File: src/rtl/idct_second.sv
// idct_second: decoder-side second-pass 8-point inverse DCT.
// Each input row holds 4 quantised low-frequency coefficients. The row is
// dequantised by its row index, inverse transformed, then rounded and clipped
// to 8 signed samples. The pipeline has 3 stages that advance in lock-step,
// with valid/ready handshaking on both sides.
// Optional build macro IDCT_SAT_FLAG_EN adds port sat_flag[7:0]. Bit n of
// sat_flag is set when sample n was clipped.

// One output lane: stage-2 weighted sum (registered) and stage-3 round/clip (comb).
module idct_lane #(
  parameter int C1    = 0,
  parameter int C2    = 0,
  parameter int C3    = 0,
  parameter int OUT_W = 9,
  parameter int SHIFT = 7
) (
  input  logic                   clk,
  input  logic                   rst,
  input  logic                   en,
  input  logic [3:0][15:0]       y,
  output logic [OUT_W-1:0]       x
`ifdef IDCT_SAT_FLAG_EN
  , output logic                 clip
`endif
);
  localparam logic signed [23:0] K0  = 24'sd45;
  localparam logic signed [23:0] K1  = 24'(C1);
  localparam logic signed [23:0] K2  = 24'(C2);
  localparam logic signed [23:0] K3  = 24'(C3);
  localparam logic signed [24:0] RND = 25'(1 << (SHIFT - 1));
  localparam logic signed [24:0] HI  = 25'((1 << (OUT_W - 1)) - 1);
  localparam logic signed [24:0] LO  = 25'(-(1 << (OUT_W - 1)));

  logic signed [23:0] ye [4];
  logic signed [23:0] s;
  logic signed [24:0] t, q;
  logic               hi, lo;

  // Sign-extend dequantised coefficients to the accumulator width.
  always_comb begin
    for (int k = 0; k < 4; k++) ye[k] = {{8{y[k][15]}}, y[k]};
  end

  // Stage 2: S[n] = 45*Y0 + C1*Y1 + C2*Y2 + C3*Y3 (fits 24 bits for all inputs).
  always_ff @(posedge clk or posedge rst) begin
    if (rst)     s <= '0;
    else if (en) s <= K0 * ye[0] + K1 * ye[1] + K2 * ye[2] + K3 * ye[3];
  end

  // Stage 3 datapath: add half, floor shift, clip to the signed output range.
  always_comb begin
    t  = {s[23], s} + RND;
    q  = t >>> SHIFT;
    hi = q > HI;
    lo = q < LO;
    x  = q[OUT_W-1:0];
    if (hi)      x = HI[OUT_W-1:0];
    else if (lo) x = LO[OUT_W-1:0];
  end

`ifdef IDCT_SAT_FLAG_EN
  assign clip = hi | lo;
`endif
endmodule

module idct_second #(
  parameter int IN_W  = 10,
  parameter int OUT_W = 9,
  parameter int SHIFT = 7
) (
  input  logic                 clk,
  input  logic                 rst,
  input  logic                 in_valid,
  output logic                 in_ready,
  input  logic                 blk_start,
  input  logic [8*IN_W-1:0]    in_data,
  output logic                 out_valid,
  input  logic                 out_ready,
  output logic [8*OUT_W-1:0]   out_data,
  output logic [2:0]           out_row
`ifdef IDCT_SAT_FLAG_EN
  , output logic [7:0]         sat_flag
`endif
);
  localparam int C1_T [8] = '{63, 53, 36, 12, -12, -36, -53, -63};
  localparam int C2_T [8] = '{59, 24, -24, -59, -59, -24, 24, 59};
  localparam int C3_T [8] = '{53, -12, -63, -36, 36, 63, 12, -53};

  logic                    en, accept;
  logic [2:0]              r, r_cur, row1, row2;
  logic [2:0]              vld_pipe;
  logic [23:0]             drow;
  logic [IN_W-1:0]         xk;
  logic [3:0][15:0]        prod, y1;
  logic [7:0][OUT_W-1:0]   x_all;
  logic                    unused_bits;

  assign unused_bits = ^in_data[4*IN_W-1:0];

  // Dequant table row, {D0,D1,D2,D3} with D0 in the top 6 bits.
  function automatic logic [23:0] d_row(input logic [2:0] ri);
    case (ri)
      3'd0:    d_row = {6'd16, 6'd11, 6'd10, 6'd16};
      3'd1:    d_row = {6'd12, 6'd12, 6'd14, 6'd19};
      3'd2:    d_row = {6'd14, 6'd13, 6'd16, 6'd24};
      3'd3:    d_row = {6'd14, 6'd17, 6'd22, 6'd29};
      3'd4:    d_row = {6'd18, 6'd22, 6'd37, 6'd56};
      3'd5:    d_row = {6'd24, 6'd35, 6'd55, 6'd63};
      3'd6:    d_row = {6'd49, 6'd63, 6'd63, 6'd63};
      default: d_row = {6'd63, 6'd63, 6'd63, 6'd63};
    endcase
  endfunction

  assign en        = !out_valid || out_ready;
  assign in_ready  = en;
  assign accept    = in_valid && en;
  assign r_cur     = blk_start ? 3'd0 : r;
  assign out_valid = vld_pipe[2];

  // Stage 1 datapath: Yk = Xk * D[r][k]. The 16-bit signed product is exact.
  always_comb begin
    drow = d_row(r_cur);
    xk   = '0;
    prod = '0;
    for (int k = 0; k < 4; k++) begin
      xk      = in_data[8*IN_W-1-IN_W*k -: IN_W];
      prod[k] = $signed({{(16-IN_W){xk[IN_W-1]}}, xk}) * $signed({10'b0, drow[23-6*k -: 6]});
    end
  end

  // Control: the row counter advances on accept, and valids shift when the pipe moves.
  always_ff @(posedge clk or posedge rst) begin
    if (rst) begin
      r        <= '0;
      vld_pipe <= '0;
    end else begin
      if (accept) r <= r_cur + 3'd1;
      if (en)     vld_pipe <= {vld_pipe[1:0], in_valid};
    end
  end

  // Datapath registers. They freeze as a group while the output is stalled.
  always_ff @(posedge clk or posedge rst) begin
    if (rst) begin
      y1       <= '0;
      row1     <= '0;
      row2     <= '0;
      out_data <= '0;
      out_row  <= '0;
    end else if (en) begin
      y1       <= prod;
      row1     <= r_cur;
      row2     <= row1;
      out_data <= x_all;
      out_row  <= row2;
    end
  end

`ifdef IDCT_SAT_FLAG_EN
  logic [7:0] clip_all;

  // The clip flags travel with out_data.
  always_ff @(posedge clk or posedge rst) begin
    if (rst)     sat_flag <= '0;
    else if (en) sat_flag <= clip_all;
  end
`endif

  // x0 occupies the top field of out_data, so lane n maps to x_all[7-n].
  for (genvar n = 0; n < 8; n++) begin : g_lane
    idct_lane #(.C1(C1_T[n]), .C2(C2_T[n]), .C3(C3_T[n]), .OUT_W(OUT_W), .SHIFT(SHIFT)) u_lane (
      .clk  (clk),
      .rst  (rst),
      .en   (en),
      .y    (y1),
      .x    (x_all[7-n])
`ifdef IDCT_SAT_FLAG_EN
      , .clip (clip_all[n])
`endif
    );
  end
endmodule

File: config.mk
export PLATFORM = sky130hd
export DESIGN_NAME = idct_second
export DESIGN_NICKNAME = d
export VERILOG_FILES = /design/src/rtl/idct_second.sv
export SDC_FILE = /design/constraint.sdc
export NUM_CORES = 2
export LEC_CHECK = 0
export ABC_CLOCK_PERIOD_IN_PS = 15700
export CAP_MARGIN = 40
export CORE_ASPECT_RATIO = 0.7
export CORE_MARGIN = 3
export CORE_UTILIZATION = 58
export DETAILED_ROUTE_END_ITERATION = 8
export PLACE_DENSITY = 0.75
export RECOVER_POWER = 50
export SYNTH_ARGS = -nofsm -noshare
export SYNTH_HDL_FRONTEND = slang
export SYNTH_SLANG_ARGS = --single-unit
File: constraint.sdc
create_clock -name clk -period 15.7 [get_ports clk]
set_input_delay 2.355 -clock clk [delete_from_list [all_inputs] [get_ports clk]]
set_output_delay 2.355 -clock clk [all_outputs]
set_load 0.05 [all_outputs]
Wires at chosen ports, followed through buffers:
(1 px per um)
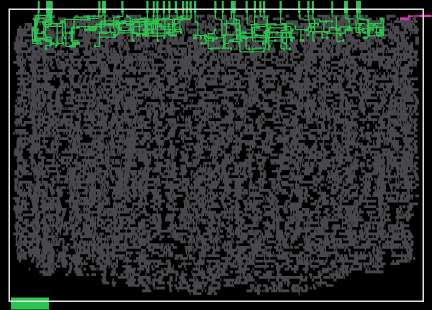
[`out_valid`] magenta | direction: output | edge: right | end cells: 1 | buffers: 1 | wire: 12.4 um
[`in_data`] green | direction: input | edge: 40 bottom, 40 top | end cells: 221 | buffers: 40 | wire: 3,270 um

Cell outlines without signal wires:
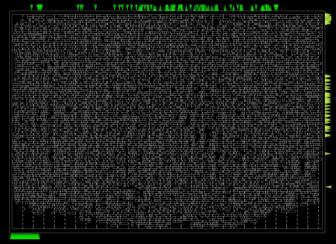
flip-flops: 295
Non-Filler Instances: 9,331
fillcell total: 9,723
Final Core Density: 0.6364
tap cells: 1,522

M1 wires:
(1 px per um) Supply wires on this layer in gray.
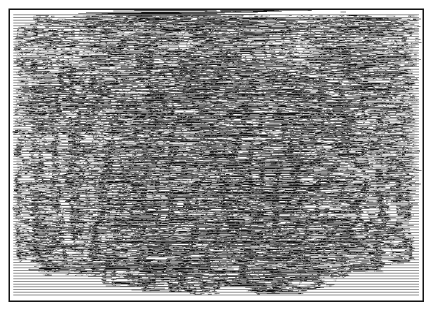
share of all routed wire: 43%
nets with wire on the layer: 9,314
wire length on this layer: 95.3 mm
vias: 54,990
Post-Route WL: 223,100 um

==> results.sh <==
# yosys + openroad results
export IMPL_grt_pass1_wl_um=332500
export IMPL_cts_buffers=36
export IMPL_portBuffers=121
export IMPL_post_place_ws_ns=6.401
export IMPL_violations="max-capacitance violations, max-slew violations"
export IMPL_gr_total_overflow=0
export IMPL_gp_congestion=1.038
export IMPL_ant_nets=0
export IMPL_rows=103
export IMPL_routedWlPerCell_um=23.91
export IMPL_cts_root_buf="clkbuf_16"
export IMPL_final_max_slew_viol_count=500
export IMPL_die_w_um=412.4
export IMPL_rrSetupSlack_ns=6.14
export IMPL_mostFrequentLayoutCell="inv_1"
export IMPL_r2r_cells=28
export IMPL_grt_max_degree=170
export IMPL_tns_ns=0
export IMPL_drc_errors=0
export IMPL_hold_buffers=0
export IMPL_outcome="finished with violations"
export IMPL_ys_seq_share=0.1101
export IMPL_yosys_warnings=0
export IMPL_critPathKind="input port to output pin"
export IMPL_cap_violations=8
export IMPL_synth_net_count=9641
export IMPL_routed_via_density=5.893
## Yosys cell counts, types with 14 or more instances
library cell,n,share of area
xnor2_1,392,0.051
nor2b_1,78,0.0073
a211oi_1,35,0.0039
xor2_1,212,0.028
dfrtp_1,295,0.11
inv_1,1573,0.088
a21boi_0,27,0.0030
nand3_1,143,0.011
a21o_1,115,0.013
or3_1,44,0.0041
o31ai_1,53,0.0059
o21ai_0,263,0.020
nor2_1,432,0.024
o211ai_1,65,0.0073
o21bai_1,72,0.0081
nand2_1,501,0.028
a31oi_1,44,0.0041
a21oi_1,389,0.029
a211o_1,14,0.0018
ha_1,1092,0.20
or2_2,21,0.0020
clkbuf_1,78,0.0044
a31o_2,17,0.0022
nand2b_1,49,0.0046
nor4_1,20,0.0019
and3_1,45,0.0042
fa_1,888,0.27
and2_1,128,0.012
o21a_1,82,0.0092
nor3_1,153,0.011
nand4_1,32,0.0030
## critical path: stages
cell and delay (ns):
dlygate4sd3_1 0.54, nor2b_1 0.20, clkinvlp_2 3.07, clkdlybuf4s50_1 1.53
## routing by layer
metal,vias up,part of all wire,global-route usage
met3,343,0.13,0.1373
li1,25100,-,-
met5,-,0.000058,0
met2,2498,0.40,0.5171
met4,2,0.040,0.1164
met1,27050,0.43,0.5374
## worst min path at each step
stage / endpoint / cells after the start / startpoint
floorplan: vld_pipe[1] / 2 / vld_pipe[1]
global placement: vld_pipe[1] / 2 / vld_pipe[1]
detailed placement: vld_pipe[1] / 2 / vld_pipe[1]
CTS: vld_pipe[1] / 2 / vld_pipe[1]
global route: out_data[27] / 2 / out_data[27]
finish: vld_pipe[1] / 2 / vld_pipe[1]
## registers in the layout, indices dropped and copies added (netlist names)
signal           cells
row2                 3
out_data            72
out_row              3
row1                 3
vld_pipe             3
g_lane.u_lane.s    144
y1                  64
r                    3
## metrics by stage
step	instance area (um^2)	hold WS (ns)
after global placement	70570	0.4427
after detailed placement	71050	0.4504
after floorplan	67050	0.4300
after CTS	72350	0.4644
after global routing	72340	0.5020
final	72340	0.4572
## cell families after synthesis
group	count (synthesis)	share of synthesized area
adder cells (fa/ha/maj)	1980	0.4689
AND/OR/NAND/NOR	1680	0.1175
buffers and inverters	1668	0.09340
AND-OR/OR-AND	1330	0.1278
XOR/XNOR	606	0.07957
flip-flops	295	0.1101
multiplexers	17	0.002706
## cell type report
| type | count | area, um^2 |
|---|---|---|
| clock buffer | 40 | 945.9 |
| clock inverter | 24 | 355.3 |
| multi-input combinational | 5613 | 53510 |
| tap | 1522 | 1904 |
| timing repair buffer | 256 | 2305 |
| sequential | 295 | 7382 |
| inverter | 1579 | 5929 |
| fill | 9723 | 41330 |
| antenna | 2 | 5.005 |
